`src/rtl/composite_video_decoder.sv`:
```
// -----------------------------------------------------------------------------
// composite_video_decoder
//
// Purpose:
//   Receive end of a 2-bit composite video link (0=SYNC, 1=BLACK, 2=GRAY,
//   3=WHITE). Horizontal and vertical sync are told apart by the length of
//   each run of SYNC samples. From the sync events the decoder rebuilds the
//   active pixel coordinates and the pixel colour, and it reports whether the
//   incoming frame structure is stable ("locked").
//
// Ports:
//   clk          in   1  system clock
//   reset        in   1  synchronous, active-high reset
//   pix_en       in   1  sample strobe; video_in is only looked at when high
//   video_in     in   2  composite level
//   hpos         out  9  active x (0..H_DISPLAY-1), holds outside active area
//   vpos         out  9  active y (0..V_DISPLAY-1), holds outside active area
//   pixel        out  2  video_in-1 inside the active area, 0 elsewhere
//   pixel_valid  out  1  locked and the latest sample was inside the active area
//   line_start   out  1  one-cycle pulse on each accepted hsync end
//   frame_start  out  1  one-cycle pulse on each vsync end
//   locked       out  1  previous frame carried exactly the expected line count
//   sync_err     out  1  one-cycle pulse on an illegal sync run or counter overflow
//
// Every output is registered and reflects the sample taken on the previous
// pix_en cycle. Level outputs hold between samples; pulses last one clock.
// -----------------------------------------------------------------------------
module composite_video_decoder #(
    parameter int H_DISPLAY = 256,
    parameter int H_BACK    = 60,
    parameter int V_DISPLAY = 240,
    parameter int V_TOP     = 18,
    parameter int V_BOTTOM  = 14,
    parameter int HSYNC_MIN = 16,
    parameter int HSYNC_MAX = 40,
    parameter int VSYNC_MIN = 256
) (
    input  logic       clk,
    input  logic       reset,
    input  logic       pix_en,
    input  logic [1:0] video_in,
    output logic [8:0] hpos,
    output logic [8:0] vpos,
    output logic [1:0] pixel,
    output logic       pixel_valid,
    output logic       line_start,
    output logic       frame_start,
    output logic       locked,
    output logic       sync_err
);

    // Run-length thresholds at the width of the run counter.
    localparam logic [11:0] RUN_H_MIN = 12'(HSYNC_MIN);
    localparam logic [11:0] RUN_H_MAX = 12'(HSYNC_MAX);
    localparam logic [11:0] RUN_V_MIN = 12'(VSYNC_MIN);
    localparam logic [11:0] RUN_SAT   = 12'hFFF;

    // Active window bounds in raw counter space.
    localparam logic [8:0] H_LO    = 9'(H_BACK);
    localparam logic [8:0] H_HI    = 9'(H_BACK + H_DISPLAY);
    localparam logic [8:0] V_LO    = 9'(V_TOP);
    localparam logic [8:0] V_HI    = 9'(V_TOP + V_DISPLAY);

    // Line count a well-formed frame shows at vsync start, and the point past
    // which a missing vsync is declared.
    localparam logic [8:0] V_FRAME = 9'(V_TOP + V_DISPLAY + V_BOTTOM);
    localparam logic [8:0] V_LIMIT = 9'(V_TOP + V_DISPLAY + V_BOTTOM + 8);

    localparam logic [8:0] H_SAT     = 9'd511;
    localparam logic [8:0] H_PRE_SAT = 9'd510;

    typedef enum logic {
        HUNT  = 1'b0,   // waiting for a vsync end, hsyncs do not count lines
        TRACK = 1'b1    // synchronised, counting lines
    } state_t;

    state_t      state;
    logic [11:0] run_cnt;   // consecutive SYNC samples seen so far
    logic [8:0]  hcnt;      // index of the latest non-sync sample since hsync end
    logic [8:0]  vcnt;      // hsync ends accepted since vsync end

    // Classification of the current sample.
    logic       is_sync;
    logic       run_end;
    logic       hsync_end;
    logic       vsync_end;
    logic       bad_run;
    logic       vsync_start;
    logic       h_ovf;
    logic       v_ovf;
    logic       err;
    logic       active;
    logic [8:0] h_next;
    logic [8:0] v_next;

    always_comb begin
        // NOTE: every signal gets a value on every path through this block, so
        // nothing here can be inferred as a latch.
        is_sync     = 1'b0;
        run_end     = 1'b0;
        hsync_end   = 1'b0;
        vsync_end   = 1'b0;
        bad_run     = 1'b0;
        vsync_start = 1'b0;
        h_ovf       = 1'b0;
        v_ovf       = 1'b0;
        err         = 1'b0;
        active      = 1'b0;
        h_next      = hcnt;
        v_next      = vcnt;

        is_sync = (video_in == 2'd0);

        // The run length is judged on the first non-sync sample after it.
        run_end   = !is_sync && (run_cnt != 12'd0);
        hsync_end = run_end && (run_cnt >= RUN_H_MIN) && (run_cnt <= RUN_H_MAX);
        vsync_end = run_end && (run_cnt >= RUN_V_MIN);
        bad_run   = run_end && !hsync_end && !vsync_end;

        // This sample is the one that makes the run long enough to be a vsync.
        vsync_start = is_sync && (run_cnt == RUN_V_MIN - 12'd1);

        // Horizontal position of this sample. The first sample after a run is
        // position 0; sync samples leave the position untouched.
        if (run_end) begin
            h_next = 9'd0;
        end else if (!is_sync && (hcnt != H_SAT)) begin
            h_next = hcnt + 9'd1;
        end
        h_ovf = !is_sync && !run_end && (hcnt == H_PRE_SAT);

        // Line index of this sample; hsyncs only count while tracking.
        if (vsync_end) begin
            v_next = 9'd0;
        end else if (hsync_end && (state == TRACK)) begin
            v_next = vcnt + 9'd1;
        end
        v_ovf = hsync_end && (state == TRACK) && (vcnt >= V_LIMIT);

        err = bad_run || h_ovf || v_ovf;

        active = (state == TRACK) && !is_sync
              && (h_next >= H_LO) && (h_next < H_HI)
              && (v_next >= V_LO) && (v_next < V_HI);
    end

    always_ff @(posedge clk) begin
        if (reset) begin
            // NOTE: state and outputs are assigned with <= so every register
            // samples the values from before this edge, regardless of order.
            state       <= HUNT;
            run_cnt     <= 12'd0;
            hcnt        <= 9'd0;
            vcnt        <= 9'd0;
            hpos        <= 9'd0;
            vpos        <= 9'd0;
            pixel       <= 2'd0;
            pixel_valid <= 1'b0;
            line_start  <= 1'b0;
            frame_start <= 1'b0;
            locked      <= 1'b0;
            sync_err    <= 1'b0;
        end else begin
            // Pulses drop on every clock and are only raised by a sample.
            line_start  <= 1'b0;
            frame_start <= 1'b0;
            sync_err    <= 1'b0;

            if (pix_en) begin
                if (!is_sync) begin
                    run_cnt <= 12'd0;
                end else if (run_cnt != RUN_SAT) begin
                    run_cnt <= run_cnt + 12'd1;
                end

                hcnt <= h_next;
                vcnt <= v_next;

                // A line-count overflow is an error, not an accepted hsync.
                line_start  <= hsync_end && (state == TRACK) && !v_ovf;
                frame_start <= vsync_end;
                sync_err    <= err;

                if (err) begin
                    state  <= HUNT;
                    locked <= 1'b0;
                end else if (vsync_end) begin
                    state <= TRACK;
                end else if (vsync_start && (state == TRACK)) begin
                    // The line count of the frame just finished decides lock.
                    locked <= (vcnt == V_FRAME);
                end

                if (active) begin
                    hpos  <= h_next - H_LO;
                    vpos  <= v_next - V_LO;
                    pixel <= video_in - 2'd1;
                end else begin
                    pixel <= 2'd0;
                end

                // Lock is unaffected by any active sample (lock only changes
                // during sync or on an error), so the current value applies.
                pixel_valid <= active && locked && !err;
            end
        end
    end

endmodule
```
`config.mk`:
```
export PLATFORM = sky130hd
export DESIGN_NAME = composite_video_decoder
export DESIGN_NICKNAME = d
export VERILOG_FILES = /design/src/rtl/composite_video_decoder.sv
export SDC_FILE = /design/constraint.sdc
export NUM_CORES = 1
export LEC_CHECK = 0
export CAP_MARGIN = 25
export CELL_PAD_IN_SITES_DETAIL_PLACEMENT = 1
export CELL_PAD_IN_SITES_GLOBAL_PLACEMENT = 2
export CORE_MARGIN = 4
export CORE_UTILIZATION = 32
export DETAILED_ROUTE_END_ITERATION = 10
export PLACE_DENSITY_LB_ADDON = 0.25
export SKIP_LAST_GASP = 1
export SLEW_MARGIN = 20
export SYNTH_ARGS = -nofsm -noshare
export SYNTH_HDL_FRONTEND = slang
export SYNTH_SLANG_ARGS = --single-unit
```
`constraint.sdc`:
```
create_clock -name clk -period 4 [get_ports clk]
set_clock_uncertainty 0.2 [all_clocks]
set_input_delay 0.8 -clock clk [delete_from_list [all_inputs] [get_ports clk]]
set_output_delay 0.8 -clock clk [all_outputs]
set_load 0.05 [all_outputs]
```
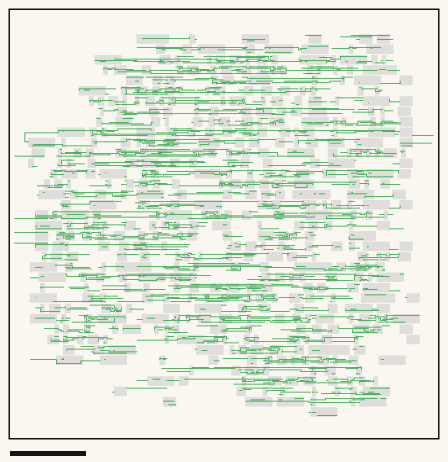
**Above:** run 1 (metal 1).
The bar under the picture is 20 µm long.
longest straight run: 58.0 µm
main direction: horizontal
nets with wire on the layer: 479
Routed WL: 10400 µm
via count: 3378

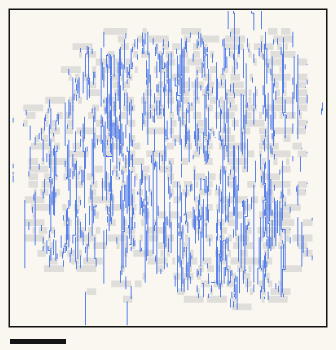
**Above:** run 1 (M2 wires).
The bar under the picture is 20 µm long.
main direction: vertical
share of all routed wire: 45%

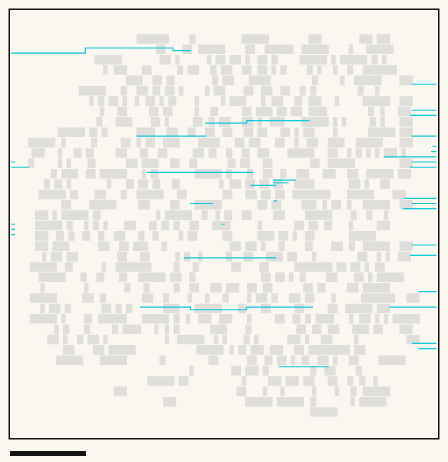
**Above:** run 1 (signal wires on met3).
The bar under the picture is 20 µm long.
share of all routed wire: 3.4%
longest straight run: 27.6 µm
met3 GRT Util: 3.56%

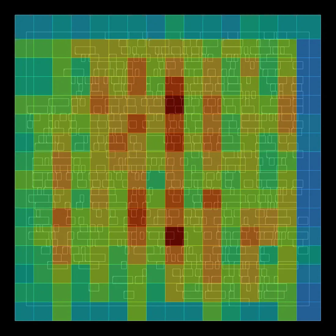
**Above:** run 1 (routing congestion map).
most used routing layer: met2
GRT met1 Usage: 23.0%
Global Route Usage Sum: 16.7%
met2 usage: 26.8%

==> run summary, run 1 <==
placed cell area: 0.00423 mm²
setup ws final: 0.0845 ns
first-pass GRT wire length: 17100 µm
WHS Path Cells: 2
Resized Gates After CTS: 0
Logic family by area: simple AND/OR/NAND/NOR gates
boundary pin count: 30
Crit Path Max Fanout: 10
Design Area, Final: 0.00445 mm²
post-layout min period: 3.92 ns
Die Span X: 112 µm
Multiplexer share: 2.30%
Most common reg cell: dfxtp_1
simple-gate share of the synthesized area: 30.4%
nets: 516
Synth Warn #: 0
Remaining Overflow, GRT: 0
Max-area cell share: 32.2%
WS Path Type: primary input to flip-flop
row count: 37
Crit path arrival time: 3.97 ns
Clock Tree Root: clkbuf_8
synth top area cells: dfxtp_1, nor2_1, xnor2_1
critical path capture point type: flip-flop
Yosys top cell by area: dfxtp_1
run status: complete, no violations
setup violators final: 0
Critical R2R Capture: hpos[4]$_SDFFE_PP0P_
Worst setup SP type: primary input
DP Wirelength: 7810 µm
FMAX: 0.255 GHz
fraction of layout cells with a size suffix above 1: 20.8%
most frequent cells in the layout: buf_4, nor2_1, dfxtp_1, nand2_1, clkdlybuf4s50_1
CTS Sinks: 56
Synth Instances: 424
total power: 0.00104 W
postcts setup bufs: 0
yosys cell count: 424
leak pwr: 1.61 nW
data required time of the worst path: 4.06 ns
DRT Pass-1 Iters: 4
Core Util at FP: 33.3%
Post-Place Cells: 624
PD cells: 233 mW/mm²
Yosys chip area: 0.00348 mm²
Util after Layout: 42.5%
Pint: 0.000782 W
count leader, synth: dfxtp_1
Logic power comb: 0.0000902 W
clock slew at reported path FFs: 0.10 ns
r2r worst-path depth: 14
Least-Margin Pin Slew: 0.688 ns
distinct lib cells: 67
Ant. Diodes: 0
wire length on met2: 4730 µm
clk latency late pin: 0.34 ns
Max clock buf depth: 2
max reg flops: 12
total CTS buffers: 5
Hold Crit Class: flip-flop to flip-flop
PortBufs: 29
Crit path largest cell delay: 0.50 ns
CTS Hold Bufs: 0
Clk. pwr: 0.000384 W
Core ar.: 0.0105 mm²
FF+latch count, synth: 56
Worst Hold Slack: 0.256 ns
Wirelength per Cell: 16.3 µm
Vias per Instance: 5.30
part of the power in registers: 54.3%
H-tree depth: 2
Critical path origin: video_in[0]
Finished Layout Cells: 637
end of the worst hold path: hpos[8]$_SDFFE_PP0P_
final worst path period share: 97.9%
Most common cell on crit path: buf_4
post-synthesis cell area: 0.00348 mm²
Seq/Total Area, Yosys: 32.2%
max cap viols: 0
reg-to-reg startpoint: hcnt[4]$_SDFFE_PP0P_
Clock power frac: 37.0%
Max VDD drop: 0.000140 V
Setup WS pre-CTS: -0.308 ns
top cells by count: dfxtp_1, nor2_1, nand2_1
relative slew slack: 53.6%
Slew Limit Fails: 0
Switching Share: 24.7%
commonest non-fill, non-tap cell in the layout: buf_4
Hold Fails Final Rpt: 0
number of antenna violations at the first check in global routing: 0
starting DRC count in detailed routing: 125
syn_nets: 440
WL met1: 5240 µm
Comb power frac: 8.7%
flop2flop setup slack: 0.12 ns
Worst Hold Launch: hpos[8]$_SDFFE_PP0P_
Compound Share, Synth: 18.6%
Adder Share, Synth: 3.95%
drt drc: 0
total die size: 0.0126 mm²
vias in the first global route: 3370
Sw Pwr: 0.000256 W
largest net degree at the start of global routing: 44
RePlAce Congestion: 0.816
Log Warnings: 30
Antenna Nets Post-Route: 0
total length of routed met3 wires: 350 µm
P_seq: 0.000564 W
Post-synth ARST share: 0%
run 1: cell type report:
cell class,instances,area [µm²]
Clock buffer,6,72.6
Clock inverter,2,35.0
Fill cell,1284,6010
Inverter,12,45.0
Multi-Input combinational cell,334,2220
Sequential cell,56,1130
Tap cell,136,170
Timing Repair Buffer,91,781
run 1: worst max-delay path: cells and delay by family:
| family | cells | cell delay, ns |
|---|---|---|
| fa+ha+maj | 1 | 0.20 |
| simple gates | 4 | 1.17 |
| buf+inv | 4 | 0.94 |
| compound gates | 4 | 0.85 |
--- run 2 (diff from run 1) ---
- MAX_ROUTING_LAYER: unset -> met4
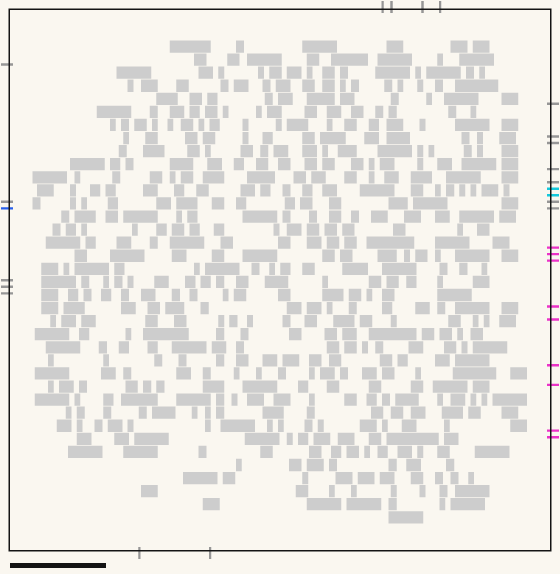
**Above:** run 2 (pin placement).
The bar under the picture is 20 µm long. Pins as bars across the die edge, other pins in gray.
| port | color | pins | direction | edge |
|---|---|---|---|---|
| vpos | magenta | 9 | output | east |
| reset | blue | 1 | input | west |
| video_in | cyan | 2 | input | east |
all pins by edge: 18 east, 6 west, 4 north, 2 south
PortBufs: 29
die height: 112 µm
Die Span X: 112 µm

==> run 2 against run 1 <==
Net effect: sequential share of layout area fell by 0.078 points; sequential power about the same; via count shrank 0.18%; global-route usage is 0.50 points higher; register-to-register slack got worse by 0.07 ns; die area did not move; routed wire length is 0.68% higher; maximum frequency fell by 1.8%; first-iteration DRC count is 18% lower; sequential cell count is the same; design area grew 0.31%; critical path type unchanged; largest cell class unchanged.
==> run summary, run 2 <==
number of antenna violations at the first check in global routing: 0 (unchanged)
relative slew slack: 56.9% (+3.3 points)
Yosys chip area: 0.00348 mm² (unchanged)
placed cell area: 0.00423 mm² (unchanged)
DP Wirelength: 7810 µm (unchanged)
end of the worst hold path: hpos[8]$_SDFFE_PP0P_
total CTS buffers: 5 (unchanged)
run status: complete, no violations
Synth Instances: 424 (unchanged)
r2r worst-path depth: 13 (-1)
Wirelength per Cell: 16.4 µm (+0.52%)
part of the power in registers: 54.4% (about the same)
Crit path arrival time: 4.05 ns (+0.08 ns)
most used routing layer: met2
setup ws final: 0.0137 ns (-0.0708 ns)
Design Area, Final: 0.00446 mm² (+0.31%)
Synth Warn #: 0 (unchanged)
Critical R2R Capture: vpos[0]$_SDFFE_PP0P_
post-layout min period: 3.99 ns (+0.0708 ns)
Util after Layout: 42.7% (+0.13 points)
boundary pin count: 30 (unchanged)
clk tree area frac: 2.41% (-0.0075 points)
H-tree depth: 2 (unchanged)
GRT met1 Usage: 23.0% (+0.033 points)
Antenna Nets Post-Route: 0 (unchanged)
PD cells: 232 mW/mm² (-0.43%)
Log Warnings: 30 (unchanged)
Seq Cell Count: 56 (unchanged)
Switching Share: 24.6% (-0.096 points)
Reg area: 0.00113 mm² (unchanged)
Max VDD drop: 0.000140 V (-0.41%)
flop2flop setup slack: 0.05 ns (-0.07 ns)
WL met1: 5200 µm (-0.69%)
Core Util at FP: 33.3% (unchanged)
Hold Fails Final Rpt: 0 (unchanged)
yosys cell count: 424 (unchanged)
Max clock buf depth: 2 (unchanged)
buffering overhead: 17.7% (+0.20 points)
Comb power frac: 8.7% (about the same)
total length of routed met3 wires: 356 µm (+1.7%)
data required time of the worst path: 4.06 ns (about the same)
total power: 0.00104 W (-0.12%)
setup violators final: 0 (unchanged)
Logic family by area: simple AND/OR/NAND/NOR gates
fraction of layout cells with a size suffix above 1: 21.1% (+0.36 points)
Vias per Instance: 5.29 (-0.33%)
MI comb area: 0.00222 mm² (+0.11%)
Most common reg cell: dfxtp_1
most frequent cells in the layout: buf_4, nor2_1, dfxtp_1, nand2_1, clkdlybuf4s50_1
final worst path period share: 99.7% (+1.8 points)
Clock Tree Root: clkbuf_8
Post-synth ARST share: 0% (unchanged)
Remaining Overflow, GRT: 0 (unchanged)
multi-input gates: 334 (unchanged)
Worst Hold Launch: hpos[8]$_SDFFE_PP0P_
Hold Crit Class: flip-flop to flip-flop
Global Route Usage Sum: 17.2% (+0.50 points)
leak pwr: 1.62 nW (+0.21%)
clk latency late pin: 0.34 ns (about the same)
Least-Margin Pin Slew: 0.639 ns (-0.0488 ns)
drt drc: 0 (unchanged)
Non-clock inverters: 12 (unchanged)
met2 usage: 26.8% (unchanged)
row count: 37 (unchanged)
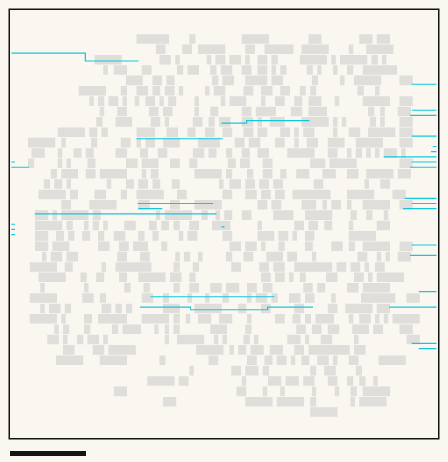
**Above:** run 2 (signal wires on met3).
The bar under the picture is 20 µm long.
main direction: horizontal
nets with wire on the layer: 28
wire length on this layer: 356 µm
share of all routed wire: 3.4%
longest straight run: 47.4 µm
Routed WL: 10500 µm
via count: 3372

-- run 2: what timing repair did --
item,4_1_cts,5_1_grt
resized,0,15
buffers inserted,0,5
setup endpoints to repair,0,21
-- run 2: critical path, stage by stage --
cell and delay (ns):
clkdlybuf4s50_1 0.46, inv_1 0.08, ha_4 0.20, or3b_2 0.50, nor2_2 0.13, a41oi_2 0.12
buf_4 0.17, nor4_2 0.51, o2111ai_1 0.24, a32o_2 0.31, or3_1 0.36, a21oi_2 0.16
-- run 2: power groups by stage --
stage	logic, W	clock network (W)	registers, W
final	0.0000905	0.000383	0.000564
after detailed placement	0.0000854	0	0.000578
after global routing	0.0000999	0.000433	0.000565
after floorplan	0.0000528	0	0.000578
after CTS	0.0000853	0.000403	0.000565
after global placement	0.0000838	0	0.000578
--- run 3 (diff from run 2) ---
- CTS_CLUSTER_SIZE: unset -> 40
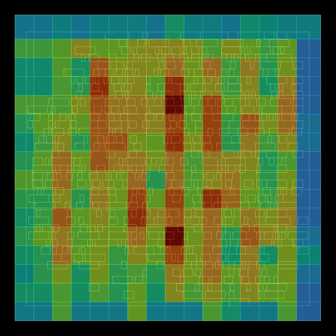
**Above:** run 3 (routing congestion map).
Util after Layout: 42.7%
Wirelength per Cell: 16.4 µm
GRT met1 Usage: 23.0%

==> run 3 against run 2 <==
Net effect: area after synthesis unchanged; non-clock buffer count is the same; critical endpoint unchanged; die area unchanged; count of clock-buffer cells in the layout is the same; design area did not move; routed wire length did not move; via count unchanged; synthesized cell count did not move; first-iteration DRC count did not move; sequential cell count unchanged; cell count unchanged.
==> run summary, run 3 <==
Max clock buf depth: 2 (unchanged)
total power: 0.00104 W (unchanged)
total length of routed met3 wires: 356 µm (unchanged)
number of antenna violations at the first check in global routing: 0 (unchanged)
Ant. Diodes: 0
slowest cell on the critical path: nor4_2
Compound Share, Synth: 18.6%
WHS Path Cells: 2
Seq/Total Area, Yosys: 32.2%
CP delay by family, top: simple AND/OR/NAND/NOR gates
Clock buffer cells: 6
Setup TNS: 0 ns
Core ar.: 0.0105 mm²
row count: 37 (unchanged)
nets: 517
Hold Fails Final Rpt: 0 (unchanged)
drt drc: 0 (unchanged)
multi-input gates: 334 (unchanged)
most frequent cells in the layout: buf_4, nor2_1, dfxtp_1, nand2_1, clkdlybuf4s50_1
setup violators final: 0 (unchanged)
vias in the first global route: 3360
H-tree depth: 2 (unchanged)
first-pass GRT wire length: 17100 µm
synthesized area per cell: 8.21 µm²
syn_nets: 440
count leader, synth: dfxtp_1
fraction of layout cells with a size suffix above 1: 21.1% (unchanged)
Crit path arrival time: 4.05 ns (about the same)
FMAX: 0.251 GHz
Hold Crit Class: flip-flop to flip-flop
setup ws final: 0.0137 ns (unchanged)
Most common reg cell: dfxtp_1
buffering overhead: 17.7% (unchanged)
Design Area, Final: 0.00446 mm² (unchanged)
Crit path largest cell delay: 0.51 ns (about the same)
boundary pin count: 30 (unchanged)
post-synthesis cell area: 0.00348 mm²
relative slew slack: 56.9% (unchanged)
fillers: 1284
Routed WL: 10500 µm (unchanged)
Die Span X: 112 µm (unchanged)
clk tree area frac: 2.41% (unchanged)
Synth Warn #: 0 (unchanged)
reg-to-reg startpoint: hcnt[4]$_SDFFE_PP0P_
data required time of the worst path: 4.06 ns (about the same)
Antenna Nets Post-Route: 0 (unchanged)
Setup WS pre-CTS: -0.308 ns
FF+latch count, synth: 56
Remaining Overflow, GRT: 0 (unchanged)
Adder Share, Synth: 3.95%
Biggest register: run_cnt
Crit Path Max Fanout: 6
Logic family by area: simple AND/OR/NAND/NOR gates
Reg area: 0.00113 mm² (unchanged)
r2r worst-path depth: 13 (unchanged)
MI comb area: 0.00222 mm² (unchanged)
# Taps: 136
Least-Margin Pin Slew: 0.639 ns (unchanged)
CTS tree: yes
synth top area cells: dfxtp_1, nor2_1, xnor2_1
Multiplexer share: 2.30%
placed cell area: 0.00423 mm² (unchanged)
Post-Synth XOR/XNOR Area: 7.04%
Worst Hold Slack: 0.256 ns
WL met1: 5200 µm (unchanged)
Worst setup SP type: primary input
crit-path cells: clkdlybuf4s50_1, inv_1, ha_4, or3b_2, nor2_2, a41oi_2, buf_4, nor4_2, o2111ai_1, a32o_2, or3_1, a21oi_2
postcts setup bufs: 0 (unchanged)
DP Wirelength: 7810 µm (unchanged)
Resized Gates After CTS: 0 (unchanged)
Post-Place Cells: 624
die height: 112 µm (unchanged)
Synth Instances: 424 (unchanged)
Slew Limit Fails: 0
yosys cell count: 424 (unchanged)
leak pwr: 1.62 nW (unchanged)
largest net degree at the start of global routing: 44
clk latency late pin: 0.34 ns (about the same)
Finished Layout Cells: 638
commonest non-fill, non-tap cell in the layout: buf_4
PortBufs: 29 (unchanged)
Leading cell kind: logic gates
final worst path period share: 99.7% (unchanged)
total die size: 0.0126 mm²
Non-clock inverters: 12 (unchanged)
flop share of the area: 25.2%
PD cells: 232 mW/mm² (unchanged)
CTS Sinks: 56
DRT Pass-1 Iters: 4
Yosys chip area: 0.00348 mm² (unchanged)
Clock Tree Root: clkbuf_8
Non-clk bufs: 92
RePlAce Congestion: 0.828
met3 GRT Util: 3.56%
Worst Hold Launch: hpos[8]$_SDFFE_PP0P_
flop2flop setup slack: 0.05 ns (about the same)
uppermost layer routed: met4
Global Route Usage Sum: 17.2% (unchanged)
Seq Cell Count: 56 (unchanged)
run status: complete, no violations
top cells by count: dfxtp_1, nor2_1, nand2_1
max cap viols: 0
clock slew at reported path FFs: 0.10 ns
most used routing layer: met2
via count: 3372 (unchanged)
Post-synth ARST share: 0% (unchanged)
Area Growth Syn to Fin: 28.2%
Critical R2R Capture: vpos[0]$_SDFFE_PP0P_
end of the worst hold path: hpos[8]$_SDFFE_PP0P_
CTS Hold Bufs: 0
post-layout min period: 3.99 ns (unchanged)
WS Path Type: primary input to flip-flop
Yosys top cell by area: dfxtp_1
WP buf/inv: 3 (unchanged)
Core Util at FP: 33.3% (unchanged)
simple-gate share of the synthesized area: 30.4%
multi-input combinational area share: 49.8%
wire length on met2: 4840 µm
total CTS buffers: 5 (unchanged)
Log Warnings: 30 (unchanged)
Max VDD drop: 0.000140 V (unchanged)
Max-area cell share: 32.2%
starting DRC count in detailed routing: 102
Vias per Instance: 5.29 (unchanged)
max reg flops: 12
critical path capture point type: flip-flop
met2 usage: 26.8% (unchanged)
EDFF count, synth: 0
distinct lib cells: 67
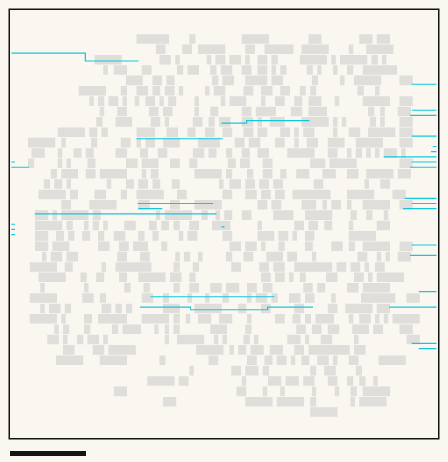
**Above:** run 3 (signal wires on met3).
The bar under the picture is 20 µm long.
main direction: horizontal
wire length on this layer: 356 µm
longest straight run: 47.4 µm
share of all routed wire: 3.4%
nets with wire on the layer: 28

-- run 3: cell counts after synthesis --
No cell type changed its count.
-- run 3: report_power, final --
group | switching [W] | internal [W]
Combinational | 0.0000547 | 0.0000358
Sequential | 0.00000415 | 0.000560
Clock | 0.000196 | 0.000186
-- run 3: worst max-delay path by stage --
stage                            from              endpoint  slack (ns)  depth (start not counted)
final                     video_in[0]  vpos[0]$_SDFFE_PP0P_        0.01                         12
after global routing      video_in[0]  vpos[3]$_SDFFE_PP0P_       -0.13                         13
after CTS                 video_in[0]  vpos[3]$_SDFFE_PP0P_        0.04                         15
after detailed placement  video_in[0]  vpos[0]$_SDFFE_PP0P_       -0.31                         14
after global placement    video_in[0]  vpos[3]$_SDFFE_PP0P_       -0.22                         15
after floorplan           video_in[0]  vpos[0]$_SDFFE_PP0P_         0.1                         14
Power is estimated from default activity; no workload was simulated.
